<file path="src/rtl/factor_checker_n.sv">
// Order-insensitive answer checker for the factorization game: compares a submitted
// factor set against the loaded problem, tracks remaining attempts and drives LED status.
module factor_checker_n #(
  parameter int W         = 8,
  parameter int N         = 3,
  parameter int MAX_TRIES = 3,
  parameter int TRY_W     = $clog2(MAX_TRIES + 1)
) (
  input  logic             CLK,
  input  logic             RST,
  input  logic             new_problem,
  input  logic [N*W-1:0]   num_array,
  input  logic             submit,
  input  logic [N*W-1:0]   check_in,
  output logic [1:0]       result,
  output logic [TRY_W-1:0] tries_left,
  output logic             busy,
  output logic             done
);

  localparam int               IDX_W      = (N > 1) ? $clog2(N) : 1;
  localparam logic [IDX_W-1:0] IDX_LAST   = IDX_W'(N - 1);
  localparam logic [TRY_W-1:0] TRIES_INIT = TRY_W'(MAX_TRIES);
  localparam logic [TRY_W-1:0] TRIES_ONE  = TRY_W'(1);
  localparam logic [TRY_W-1:0] TRIES_ZERO = {TRY_W{1'b0}};
  localparam logic [N*W-1:0]   VEC_ZERO   = {(N*W){1'b0}};
  localparam logic [1:0]       RES_NONE   = 2'b00;
  localparam logic [1:0]       RES_OK     = 2'b01;
  localparam logic [1:0]       RES_LOCK   = 2'b10;
  localparam logic [1:0]       RES_RETRY  = 2'b11;

  typedef enum logic [1:0] {
    S_IDLE    = 2'b00,
    S_COMPARE = 2'b01,
    S_RESULT  = 2'b10
  } state_t;

  state_t             state_r;
  logic [N*W-1:0]     exp_r;
  logic [N*W-1:0]     ans_r;
  logic [N-1:0]       used_r;
  logic [IDX_W-1:0]   idx_r;
  logic               mismatch_r;
  logic               solved_r;
  logic [1:0]         result_r;
  logic [TRY_W-1:0]   tries_r;
  logic               busy_r;
  logic               done_r;

  logic [W-1:0]       cur_factor_s;
  logic [N-1:0]       used_next_s;
  logic               hit_s;
  logic               accept_s;

  assign result     = result_r;
  assign tries_left = tries_r;
  assign busy       = busy_r;
  assign done       = done_r;

  assign accept_s = submit && (check_in != VEC_ZERO) && (tries_r != TRIES_ZERO) && !solved_r;

  // Select the answer factor addressed by the compare index.
  always_comb begin
    cur_factor_s = {W{1'b0}};
    for (int k = 0; k < N; k++) begin
      if (idx_r == IDX_W'(k)) begin
        cur_factor_s = ans_r[k*W +: W];
      end else begin
        cur_factor_s = cur_factor_s;
      end
    end
  end

  // Claim the lowest unused expected slot holding the current factor.
  always_comb begin
    used_next_s = used_r;
    hit_s       = 1'b0;
    for (int j = 0; j < N; j++) begin
      if (!hit_s && !used_r[j] && (exp_r[j*W +: W] == cur_factor_s)) begin
        used_next_s[j] = 1'b1;
        hit_s          = 1'b1;
      end else begin
        used_next_s[j] = used_r[j];
      end
    end
  end

  // Control FSM with registered status outputs; a new problem aborts any comparison.
  always_ff @(posedge CLK) begin
    if (RST) begin
      state_r    <= S_IDLE;
      exp_r      <= VEC_ZERO;
      ans_r      <= VEC_ZERO;
      used_r     <= {N{1'b0}};
      idx_r      <= {IDX_W{1'b0}};
      mismatch_r <= 1'b0;
      solved_r   <= 1'b0;
      result_r   <= RES_NONE;
      tries_r    <= TRIES_INIT;
      busy_r     <= 1'b0;
      done_r     <= 1'b0;
    end else if (new_problem) begin
      state_r  <= S_IDLE;
      exp_r    <= num_array;
      solved_r <= 1'b0;
      result_r <= RES_NONE;
      tries_r  <= TRIES_INIT;
      busy_r   <= 1'b0;
      done_r   <= 1'b0;
    end else begin
      done_r <= 1'b0;
      case (state_r)
        S_IDLE: begin
          if (accept_s) begin
            ans_r      <= check_in;
            used_r     <= {N{1'b0}};
            idx_r      <= {IDX_W{1'b0}};
            mismatch_r <= 1'b0;
            busy_r     <= 1'b1;
            state_r    <= S_COMPARE;
          end
        end
        S_COMPARE: begin
          used_r <= used_next_s;
          if (!hit_s) begin
            mismatch_r <= 1'b1;
          end
          idx_r <= idx_r + IDX_W'(1);
          if (idx_r == IDX_LAST) begin
            state_r <= S_RESULT;
          end
        end
        S_RESULT: begin
          if (!mismatch_r) begin
            result_r <= RES_OK;
            solved_r <= 1'b1;
          end else if (tries_r == TRIES_ONE) begin
            result_r <= RES_LOCK;
            tries_r  <= TRIES_ZERO;
          end else begin
            result_r <= RES_RETRY;
            tries_r  <= tries_r - TRIES_ONE;
          end
          busy_r  <= 1'b0;
          done_r  <= 1'b1;
          state_r <= S_IDLE;
        end
        default: begin
          busy_r  <= 1'b0;
          state_r <= S_IDLE;
        end
      endcase
    end
  end

endmodule
</file>
<file path="config.mk">
export PLATFORM = sky130hd
export DESIGN_NAME = factor_checker_n
export DESIGN_NICKNAME = d
export VERILOG_FILES = /design/src/rtl/factor_checker_n.sv
export SDC_FILE = /design/constraint.sdc
export NUM_CORES = 1
export LEC_CHECK = 0
export ABC_AREA = 1
export CAP_MARGIN = 20
export CORE_UTILIZATION = 30
export CTS_BUF_LIST = sky130_fd_sc_hd__clkbuf_8
export DETAILED_ROUTE_END_ITERATION = 10
export GPL_ROUTABILITY_DRIVEN = 0
export SYNTH_ARGS = -nofsm -noshare
export SYNTH_HDL_FRONTEND = slang
export SYNTH_SLANG_ARGS = --single-unit
</file>
<file path="constraint.sdc">
create_clock -name CLK -period 2.25 [get_ports CLK]
set_input_delay 0.45 -clock CLK [delete_from_list [all_inputs] [get_ports CLK]]
set_output_delay 0.45 -clock CLK [all_outputs]
set_load 0.03 [all_outputs]
</file>
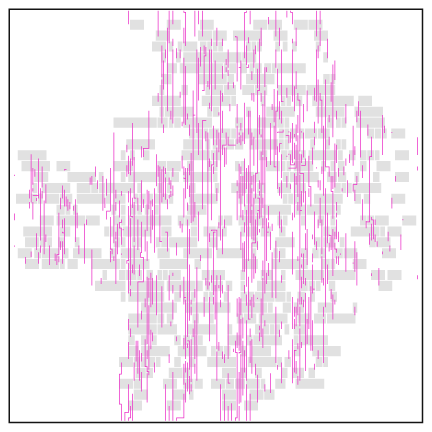
Run 1: M2 wires
(4 px per µm)
- share of all routed wire: 46%
- main direction: vertical
- nets with wire on the layer: 445

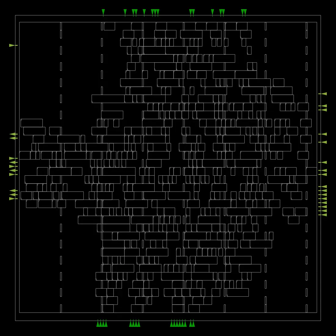
Run 1: placed standard cells
sequential share of cell area: 30.5%
flop count: 63
core area: 9820 µm²

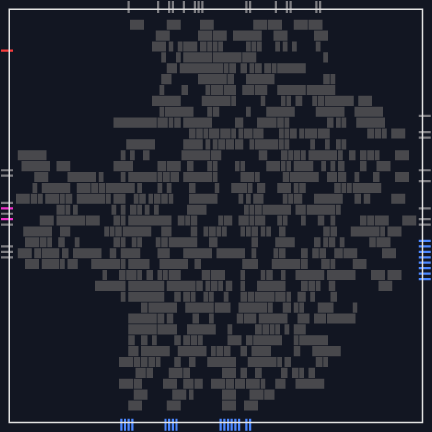
Run 1: I/O pins on the die edge
(4 px per µm) Pins as bars across the die edge, other pins in gray.
- blue: check_in (pins 24; direction input; edge 16 bottom, 8 right)
- red: CLK (pins 1; direction input; edge left)
- magenta: result (pins 2; direction output; edge left)
- all pins by edge: 16 bottom, 16 right, 15 top, 11 left

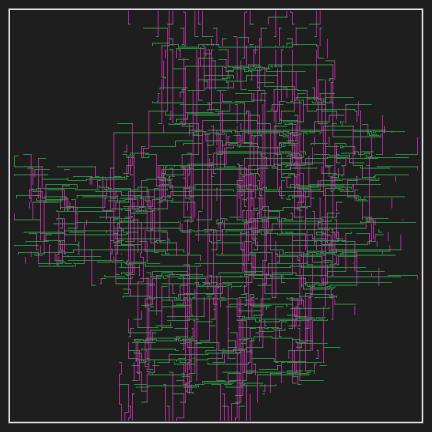
Run 1: signal wires by layer
(4 px per µm) Two of the layers only.
- green: M1 (wire length 3700 µm)
- magenta: M2 (wire length 3490 µm)

==> flow_metrics.tcl, run 1 <==
# collected from the flow reports
set metrics [dict create \
    yosys-stat-area_um2 3060 \
    floorplan.nets 482 \
    antenna_cells 0 \
    adder_share_pct 2.05 \
    drc 0 \
    critPathRequiredTime_ns 2.53 \
    clk_latency_ns 0.34 \
    nets 547 \
    rr_startpoint "idx_r[0]$_SDFFE_PP0P_" \
    cts_buffer_depth 2 \
    slew_violations 0 \
    syn2layout_area_growth_pct 35.2 \
    synthTopCellsByArea "dfxtp_1 41%, o21ai_0 8.5%, nand2_1 8.3%" \
    cts_htree_levels 3 \
    peakVddDrop_mv 0.277 \
    dp_hpwl_mm 5.66 \
    final_layout_size_suffix_gt1_share_pct 13.1 \
    port_buffers 57 \
    simple_gate_share_pct 24.8 \
    ctsHoldBuffers 0 \
    n_fill_cell 1008 \
    fin_crit_ns 2.08 \
    common_cells "68 x nand2_1, 63 x dfxtp_1, 52 x o21ai_0, 51 x inv_1, 48 x a21oi_1" \
    ff_type "dfxtp_1" \
    wl_per_cell_um 12.1 \
    drt_iter0_drc 112 \
    cp_slowest_stage_delay_ns 0.35 \
    crit_path_start_kind "flop" \
    track_usage_pct 15.5 \
    clkTransAtPathRegs_ns 0.07 \
    synth_area_per_cell_um2 7.20 \
    power_density_nw_per_um2 707 \
    cts_root_buf "clkbuf_8" \
    route.vias.total 2885 \
    top_area_share_pct 41.2 \
    startpoint "idx_r[0]$_SDFFE_PP0P_" \
    setup_viol 0 \
    syn_inst 425 \
    crit_path_top_delay_cell "dfxtp_2" \
    tightest_slew_ns 0.321 \
    synthAoiAreaFrac_pct 19.7 \
    first_pass_iters 6 \
    outcome "complete, no violations" \
    chipArea_um2 10600 \
    wl_mm 7.61 \
    edf_count 0 \
    drv_cap 0 \
    ys_async_sr_fraction_pct 0 \
    ys_types 34 \
    ant_nets 0 \
    logic_family "simple AND/OR/NAND/NOR gates" \
    rows 36 \
    most_common_cell "nand2_1" \
    post-cts-setup-buffers 0 \
    yosys_warnings 0 \
    antenna_found_initial 0 \
    crit_top_cell "nand2_1" \
    cts_buffers 9 \
    cts_sinks 63 \
    top_area_cell "dfxtp_1" \
    hold_class "reg2reg" \
    p_leak_nw 1.67 \
    logic_area_um2 1540 \
    final_area_um2 4140 \
    worstSetupPathType "reg2reg" \
    synthMuxAreaShare_pct 0 \
    die_h_um 103 \
    crit_path_max_fanout 16 \
    placed_area_um2 3850 \
    crit_chain "inv_1 > ha_2 > buf_12 > a21oi_1 > nand2_1 > buf_4 > nand3_1 > nand2_1 > nor2_1 > nand3_2 > nor2_4 > nor2_2 > nand3_2 > nand2_2 > nand2_1 > nand2_1 > a21oi_2" \
    fp_util_pct 31.1 \
    grt_pass1_vias 2795 \
    syn_area_um2 3060 \
    seq_area_um2 1260 \
    clock_skew_ns 0.00728 \
]
run 1: per-stage QoR:
step | setup slack [ns] | power [W] | cells | hold slack, ns
3_3_place_gp | -0.145 | 0.00172 | 612 | 0.436
6_report | 0.167 | 0.00292 | 628 | 0.448
3_5_place_dp | -0.142 | 0.00173 | 612 | 0.439
2_1_floorplan | 0.343 | 0.00154 | 425 | 0.424
4_1_cts | 0.102 | 0.00294 | 628 | 0.450
5_1_grt | -0.00411 | 0.00306 | 628 | 0.466
run 1: routing by layer:
| layer | GRT usage, % | share of wire, % | up-vias | wire [µm] |
|---|---|---|---|---|
| li1 | - | - | 1515 | - |
| met1 | 19.1 | 49 | 1310 | 3700 |
| met2 | 25.1 | 46 | 54 | 3490 |
| met3 | 4.54 | 4.5 | 6 | 345 |
| met4 | 6.50 | 0.96 | 0 | 73 |
| met5 | 0 | 0 | - | 0 |
run 1: path summary, 6_finish.rpt:
check | slack [ns] | to | cells past startpoint
worst max-delay path | 0.17 | mismatch_r$_SDFFE_PP0P_ | 17
worst max register to register | 0.17 | mismatch_r$_SDFFE_PP0P_ | 17
worst min-delay path | 0.45 | ans_r[5]$_SDFFE_PP0P_ | 2
worst min register to register | 0.45 | ans_r[5]$_SDFFE_PP0P_ | 2
run 1: area by class of cell:
type / instances / area share [%]
multi-input combinational: 290 / 37.1
clock inverter: 6 / 2.60
timing repair buffer: 72 / 17.4
tap: 133 / 4.02
clock buffer: 10 / 3.33
inverter: 54 / 4.96
sequential: 63 / 30.5
run 1: cell families after synthesis:
family,after synthesis
XOR/XNOR,7
AND-OR/OR-AND,114
buffers and inverters,72
flip-flops,63
AND/OR/NAND/NOR,164
adder cells (fa/ha/maj),5
run 1: cells in the final DEF (no fill, tap or decap), types with 3 or more instances in the layout:
cell	Yosys	routed
nor2_1	46	46
buf_4	1	12
nand3b_1	5	5
dfxtp_1	63	62
nand2_2	7	7
bufinv_16	0	3
nor3b_1	3	3
o21ai_0	52	52
nand3_1	14	14
clkbuf_8	0	10
a21oi_1	48	46
a21oi_2	5	7
nand2_1	68	67
buf_12	0	3
inv_1	51	51
xor2_1	5	5
nor4_1	4	4
clkdlybuf4s50_1	0	57
nor2_2	4	4
nand4_1	3	3
o21ai_1	5	5
nand3_2	5	5
run 1: where the power goes:
part           internal (W)  total (W)  switching, W  leakage (nW)
logic              0.000226   0.000485      0.000259          1.03
clock network      0.000762    0.00121      0.000447         0.122
registers           0.00119    0.00123     0.0000408         0.520
total               0.00218    0.00292      0.000747          1.67
run 1: state kept, by name, indices dropped and copies added (netlist names):
signal and flops:
solved_r 1, busy 1, done 1, idx_r 2
exp_r 24, ans_r 24, mismatch_r 1, result 2
tries_left 2, state_r 2, used_r 3
run 1: worst max-delay path: cells and delay by family, from the launching register on:
family,cells,cell delay (ns)
AOI/OAI and AO/OA,2,0.25
and+or+nand+nor,11,0.83
buffers and inverters,3,0.36
adders and majority gates,1,0.20
DFF,1,0.35
run 1: repair_timing:
action                     4_1_cts  5_1_grt
setup endpoints to repair        1        3
pin swaps                        0        3
hold endpoints to repair         0        0
resized                          1        9
Run 1, layout detail:
Window x 31 to 71, y 31 to 71 µm. Cells in gray, sequential cells in the stronger gray; small squares are vias.
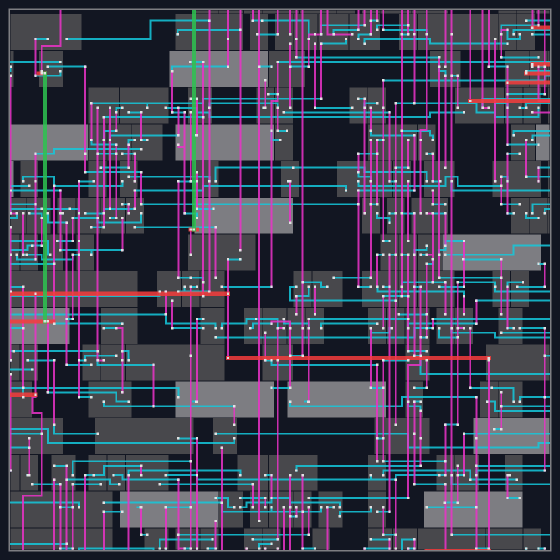

## Run 2: what changed since run 1
Settings changed: HOLD_SLACK_MARGIN from default to 0.03, REMOVE_ABC_BUFFERS from default to 1.
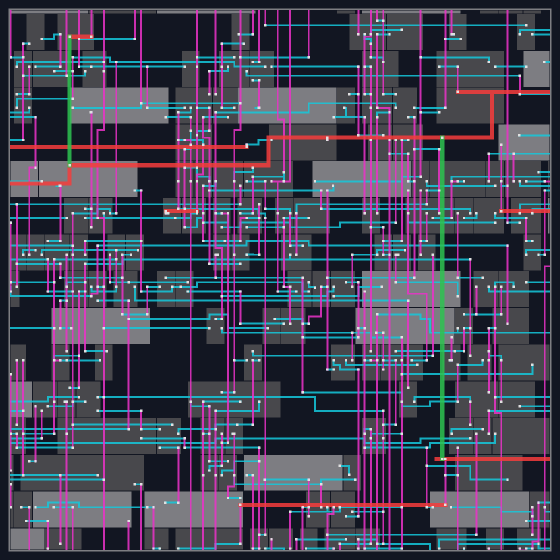
Run 2: layout detail
Window x 31 to 71, y 31 to 71 µm. Cells in gray, sequential cells in the stronger gray; small squares are vias.
- magenta: M2
- cyan: M1
- red: M3
- green: M4
- netlist names of flops here include: ans_r (5), exp_r (4), state_r (2)
- cells with their middle in the window: 134
- sequential cells in the window: 12
- most frequent: nand2_1 (26), inv_1 (17), a21oi_1 (14)

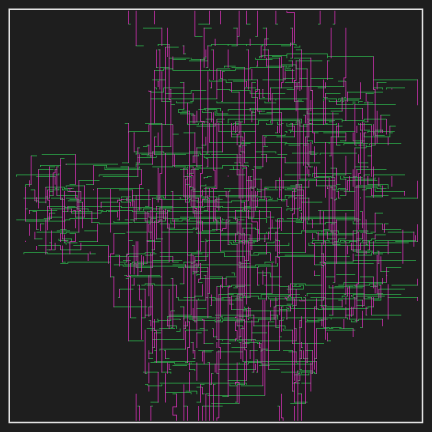
Run 2: signal wires by layer
(4 px per µm) Two of the layers only.
- green: M1 (wire length 3620 µm)
- magenta: M2 (wire length 3710 µm)

==> run 2 against run 1 <==
Against the previous run: sequential power is essentially flat; via count is 0.97% higher; count of clock-buffer cells in the layout up 3; core utilization grew 0.28 points.
==> flow_metrics.tcl, run 2 <==
# collected from the flow reports
set metrics [dict create \
    timing.fmax_mhz 486 \
    tightest_slew_ns 0.351 \
    crit_top_cell "nand2_1" \
    syn_area_um2 3060 \
    r2r_end "mismatch_r$_SDFFE_PP0P_" \
    top_area_share_pct 41.2 \
    hold_class "reg2reg" \
    syn2layout_area_growth_pct 36.1 \
    die_h_um 103 \
    drt_iter0_drc 71 \
    peakVddDrop_mv 0.364 \
    crit_path_max_fanout 10 \
    nets 554 \
    cts_sinks 63 \
    path_depth 17 \
    largest_registers "ans_r (24), exp_r (24), used_r (3)" \
    antenna_found_initial 0 \
    crit_chain "inv_1 > ha_4 > buf_12 > a21oi_1 > nand2_1 > buf_4 > nand3_1 > nand2_1 > nor2_2 > nand3_2 > nor2_4 > nor2_2 > nand3_2 > nand2_2 > nand2_1 > nand2_1 > a21oi_2" \
    cts_buffer_depth 2 \
    cts_htree_levels 3 \
    cts_tree "built" \
    cts_root_buf "clkbuf_8" \
    finalCritPeriodShare_pct 91.4 \
    lay_top_count "nand2_1" \
    rr_startpoint "idx_r[1]$_SDFFE_PP0P_" \
    outcome "complete, no violations" \
    drv_cap 0 \
    p_leak_nw 1.70 \
    port_buffers 57 \
    worstSetupPathType "reg2reg" \
    synth_area_per_cell_um2 7.20 \
    track_usage_pct 15.9 \
    ant_nets 0 \
    fin_crit_ns 2.06 \
    rows 36 \
    cp_slowest_stage_delay_ns 0.34 \
    ff_type "dfxtp_1" \
    r2r_setup_slack_ns 0.19 \
    syn_inst 425 \
    dp_hpwl_mm 5.89 \
    crit_path_top_delay_cell "dfxtp_2" \
    ys_types 34 \
    grt_pass1_vias 2865 \
    wl_per_cell_um 12.2 \
    clkTransAtPathRegs_ns 0.07 \
    most_common_cell "nand2_1" \
    critPathCapture "mismatch_r$_SDFFE_PP0P_" \
    fp_util_pct 31.1 \
    cts_buffers 9 \
    crit_path_start_kind "flop" \
    first_pass_iters 4 \
    setup_viol 0 \
    wl_mm 7.76 \
    slew_violations 0 \
    layout_top_cells "66 x nand2_1, 61 x dfxtp_1, 57 x clkdlybuf4s50_1, 52 x inv_1, 52 x o21ai_0" \
    startpoint "idx_r[1]$_SDFFE_PP0P_" \
    critPathRequiredTime_ns 2.51 \
    synthTopCellsByArea "dfxtp_1 41%, o21ai_0 8.5%, nand2_1 8.3%" \
    whs_ns 0.446 \
    top_area_cell "dfxtp_1" \
    cp.arrival_ns 2.32 \
    ys_async_sr_fraction_pct 0 \
    drc 0 \
    yosys_warnings 0 \
    route.vias.total 2913 \
    slew_headroom_pct 76.4 \
    warnings 28 \
    common_cells "68 x nand2_1, 63 x dfxtp_1, 52 x o21ai_0, 51 x inv_1, 48 x a21oi_1" \
    chipArea_um2 10600 \
    antenna_cells 0 \
    path_buffers 3 \
    cp_top_family "simple AND/OR/NAND/NOR gates" \
    edf_count 0 \
    power_density_nw_per_um2 639 \
    clock_skew_ns 0.0114 \
    rr_worst_depth 17 \
    clk_latency_ns 0.33 \
    yosys-stat-area_um2 3060 \
    final_layout_size_suffix_gt1_share_pct 14.7 \
    core_area_um2 9820 \
]
run 2: cell families after synthesis:
logic type,Yosys count,synth area share [%]
and+or+nand+nor,164,24.8
AOI/OAI and AO/OA,114,19.7
buffers and inverters,72,9.94
DFF,63,41.2
xor gates and xnor gates,7,2.25
adders and majority gates,5,2.05
run 2: how the worst min path moves through the flow:
stage | startpoint | end | slack, ns | cells past startpoint
final | ans_r[14]$_SDFFE_PP0P_ | ans_r[14]$_SDFFE_PP0P_ | 0.45 | 2
after global routing | ans_r[5]$_SDFFE_PP0P_ | ans_r[5]$_SDFFE_PP0P_ | 0.47 | 2
after CTS | ans_r[4]$_SDFFE_PP0P_ | ans_r[4]$_SDFFE_PP0P_ | 0.45 | 2
after floorplan | ans_r[2]$_SDFFE_PP0P_ | ans_r[2]$_SDFFE_PP0P_ | 0.43 | 2
after detailed placement | ans_r[4]$_SDFFE_PP0P_ | ans_r[4]$_SDFFE_PP0P_ | 0.44 | 2
after global placement | ans_r[14]$_SDFFE_PP0P_ | ans_r[14]$_SDFFE_PP0P_ | 0.43 | 2
run 2: worst reg2reg max path, stage by stage, from the launching register on:
cell and delay [ns]:
dfxtp_2 0.34, inv_1 0.10, ha_4 0.18, buf_12 0.14
a21oi_1 0.14, nand2_1 0.10, buf_4 0.15, nand3_1 0.06
nand2_1 0.08, nor2_2 0.12, nand3_2 0.10, nor2_4 0.11
nor2_2 0.05, nand3_2 0.06, nand2_2 0.06, nand2_1 0.06
nand2_1 0.05, a21oi_2 0.10
run 2: report_power, final:
part           switching [W]  internal (W)  leakage [nW]
sequential         0.0000378       0.00119         0.520
clock               0.000415      0.000515         0.103
combinational       0.000265      0.000237          1.07
run 2: repair_timing:
item	4_1_cts	5_1_grt
hold buffers	0	0
endpoints found under the setup margin	0	14
buffers inserted	0	0
gates resized	0	13
run 2: area by class of cell:
type                    count  area, µm²
well taps                 133        166
multi-input cells         290       1550
inverters                  54        205
flip-flops and latches     63       1260
clock inverters             3       16.3
fillers                  1052       5660
clock buffers              13        179
repair buffers             79        786
run 2: through the flow:
stage	instance area (µm²)	worst slack (ns)	TNS (ns)	std cells	power, W
6_report	4160	0.193	0	635	0.00266
5_1_grt	4160	0.00524	0	635	0.00282
4_1_cts	4110	0.0988	0	635	0.00269
3_5_place_dp	3910	-0.211	-4.48	619	0.00175
3_3_place_gp	3910	-0.159	-3.45	619	0.00174
2_1_floorplan	2960	-0.375	-9.72	407	0.00152
run 2: per-layer routing:
| layer | track usage (%) | routed length, µm | up-vias |
|---|---|---|---|
| li1 | - | - | 1521 |
| met1 | 19.0 | 3620 | 1335 |
| met2 | 27.8 | 3710 | 51 |
| met3 | 4.61 | 373 | 6 |
| met4 | 4.23 | 57 | 0 |
| met5 | 0 | 0 | - |
Run 2, M2 wires:
(4 px per µm)
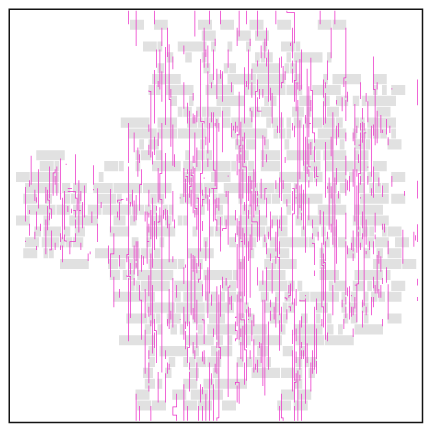

## Run 3: what changed since run 2
Settings changed: SETUP_SLACK_MARGIN from default to 0.15, SLEW_MARGIN from default to 20.
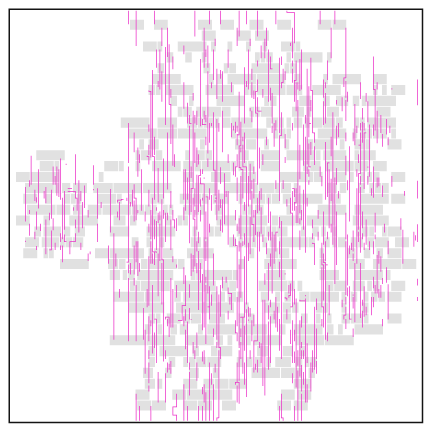
Run 3: M2 wires
(4 px per µm)
- share of all routed wire: 48%
- longest straight run: 35.9 µm

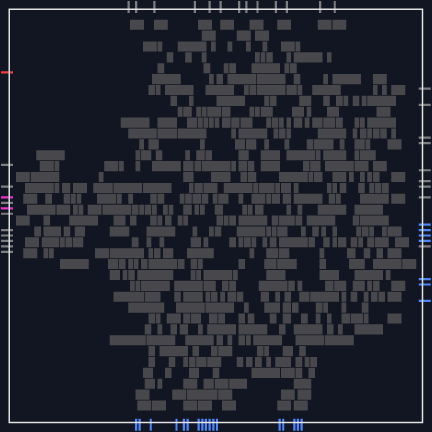
Run 3: I/O pins on the die edge
(4 px per µm) Pins as bars across the die edge, other pins in gray.
- red: CLK (pins 1; direction input; edge left)
- blue: check_in (pins 24; direction input; edge 17 bottom, 7 right)
- magenta: result (pins 2; direction output; edge left)
- all pins by edge: 17 bottom, 16 right, 13 top, 12 left

==> run 3 against run 2 <==
Against the previous run: via count is 1.1% higher; sequential power about the same; setup slack better by 0.023 ns; largest power group unchanged; register-to-register slack better by 0.02 ns; global-route usage is essentially flat; count of clock-buffer cells in the layout unchanged; clock skew fell by 0.0016 ns; cell area rose by 2.5%; synthesized cell count unchanged; power increased by 0.83%; maximum frequency is 1.1% higher; critical path type unchanged; highest routed layer unchanged; clock power about the same.
==> flow_metrics.tcl, run 3 <==
# collected from the flow reports
set metrics [dict create \
    outcome "complete, no violations" \
    drc 0 \
    numSynthFlops 63 \
    ys_types 34 \
    grt_start_max_net_pins 50 \
    lay_top_count "dfxtp_1" \
    cts_htree_levels 3 \
    wl_mm 7.88 \
    fp_util_pct 31.1 \
    cts_tree "built" \
    hold_viol 0 \
    syn_inst 425 \
    worstSetupEndpointType "flop" \
    fin_crit_ns 2.03 \
    dieWidth_um 103 \
    synthTopCellsByArea "dfxtp_1 41%, o21ai_0 8.5%, nand2_1 8.3%" \
    cp.arrival_ns 2.30 \
    clk_latency_ns 0.33 \
    synth_area_per_cell_um2 7.20 \
    yosys_warnings 0 \
    top_area_share_pct 41.2 \
    cp_top_family "simple AND/OR/NAND/NOR gates" \
    track_usage_pct 15.9 \
    ff_type "dfxtp_1" \
    path_buffers 2 \
    critPathRequiredTime_ns 2.51 \
    drv_cap 0 \
    tightest_slew_ns 0.361 \
    crit_path_top_delay_cell "dfxtp_4" \
    cts_buffer_depth 2 \
    timing.fmax_mhz 492 \
    vias_per_cell 4.62 \
    power_density_nw_per_um2 629 \
    top_area_cell "dfxtp_1" \
    grt_overflow 0 \
    synth_stat.cells 425 \
    wl_per_cell_um 12.4 \
    worstSetupPathType "reg2reg" \
    dp_hpwl_mm 5.89 \
    syn_area_um2 3060 \
    finalCritPeriodShare_pct 90.4 \
    ys_seq_share_pct 41.2 \
    warnings 29 \
    clock_skew_ns 0.00983 \
    core_area_um2 9820 \
    crit_path_start_kind "flop" \
    cts_buffers 9 \
    ctsHoldBuffers 0 \
    crit_chain "inv_2 > ha_4 > buf_12 > a21oi_1 > nand2_4 > nand2_4 > nand2_1 > nand2_1 > nor2_2 > nand3_2 > nor2_4 > nor2_2 > nand2_1 > o21ai_1 > nand2_1 > a21oi_1" \
    port_buffers 57 \
    slew_violations 0 \
    edf_count 0 \
    nets 557 \
    hold_class "reg2reg" \
    layout_top_cells "61 x dfxtp_1, 58 x nand2_1, 57 x clkdlybuf4s50_1, 50 x inv_1, 50 x o21ai_0" \
    peakVddDrop_mv 0.364 \
    finish.utilization_pct 43.5 \
    tns_ns 0 \
    cp_slowest_stage_delay_ns 0.37 \
    antenna_found_initial 0 \
    antenna_cells 0 \
    setup_viol 0 \
    grt_pass1_vias 2869 \
    clkTransAtPathRegs_ns 0.07 \
    cts_root_buf "clkbuf_8" \
    slew_headroom_pct 75.7 \
    syn2layout_area_growth_pct 39.5 \
    boundaryPins 58 \
    rsz0062_at_grt "yes" \
    common_cells "68 x nand2_1, 63 x dfxtp_1, 52 x o21ai_0, 51 x inv_1, 48 x a21oi_1" \
    grt_pass1_wl_mm 13.0 \
    most_common_cell "nand2_1" \
    ant_nets 0 \
    rows 36 \
    yosys-stat-area_um2 3060 \
    die_h_um 103 \
    crit_top_cell "nand2_1" \
    chipArea_um2 10600 \
    p_leak_nw 1.72 \
    drt_iter0_drc 138 \
    largest_registers "ans_r (24), exp_r (24), used_r (3)" \
    first_pass_iters 5 \
    ys_async_sr_fraction_pct 0 \
    crit_path_max_fanout 10 \
    final_layout_size_suffix_gt1_share_pct 18.0 \
    cts_sinks 63 \
    route.vias.total 2946 \
]
[run 3: cell counts after synthesis]
No cell type changed its count.
[run 3: timing repair]
item,in CTS,in global routing
endpoints found under the setup margin,5,28
gates resized,4,33
buffers inserted,0,3
endpoints found under the hold margin,0,0
pin swaps,0,14
[run 3: metrics by stage]
| stage | total power, W | worst slack [ns] | std cells | hold WS (ns) | instance area (µm²) |
|---|---|---|---|---|---|
| final | 0.00268 | 0.216 | 638 | 0.448 | 4270 |
| after global routing | 0.00284 | 0.0464 | 638 | 0.466 | 4270 |
| after CTS | 0.00269 | 0.157 | 635 | 0.448 | 4120 |
| after detailed placement | 0.00175 | -0.211 | 619 | 0.437 | 3910 |
| after global placement | 0.00174 | -0.159 | 619 | 0.433 | 3910 |
| after floorplan | 0.00152 | -0.375 | 407 | 0.426 | 2960 |
[run 3: final cells by class]
type	instances	area, µm²
clock buffers	13	179
well taps	133	166
clock inverters	3	16.3
multi-input cells	290	1620
fillers	1034	5550
flip-flops and latches	63	1270
repair buffers	82	812
inverters	54	205
[run 3: power breakdown]
part / switching (W) / leakage, nW / internal [W]
Clock: 0.000416 / 0.103 / 0.000515
Combinational: 0.000275 / 1.10 / 0.000248
Sequential: 0.0000390 / 0.521 / 0.00119
Total: 0.000730 / 1.72 / 0.00195
[run 3: cell families after synthesis]
logic type | Yosys count | share of synthesized area (%)
simple gates | 164 | 24.8
compound gates | 114 | 19.7
buf+inv | 72 | 9.94
flops | 63 | 41.2
xor+xnor | 7 | 2.25
fa+ha+maj | 5 | 2.05
[run 3: worst min-delay path, cell delays in order, from the launching register on]
cell,delay (ns)
dfxtp_1,0.31
inv_1,0.05
a21oi_1,0.05
[run 3: path summary, 6_finish.rpt]
kind / slack [ns] / endpoint / from / cells after the start
max: 0.22 / used_r[2]$_SDFFE_PP0P_ / idx_r[1]$_SDFFE_PP0P_ / 16
min: 0.45 / ans_r[4]$_SDFFE_PP0P_ / ans_r[4]$_SDFFE_PP0P_ / 2
max reg2reg: 0.22 / used_r[2]$_SDFFE_PP0P_ / idx_r[1]$_SDFFE_PP0P_ / 16
min reg2reg: 0.45 / ans_r[4]$_SDFFE_PP0P_ / ans_r[4]$_SDFFE_PP0P_ / 2
[run 3: layer usage]
layer  routed length [µm]  global-route usage, %  vias to the layer above
met2                 3820                   27.7                       47
met1                 3670                   19.0                     1364
li1                     -                      -                     1531
met3                  339                   4.61                        4
met5                    0                      0                        -
met4                   51                   4.23                        0
Power is estimated from default activity; no workload was simulated.
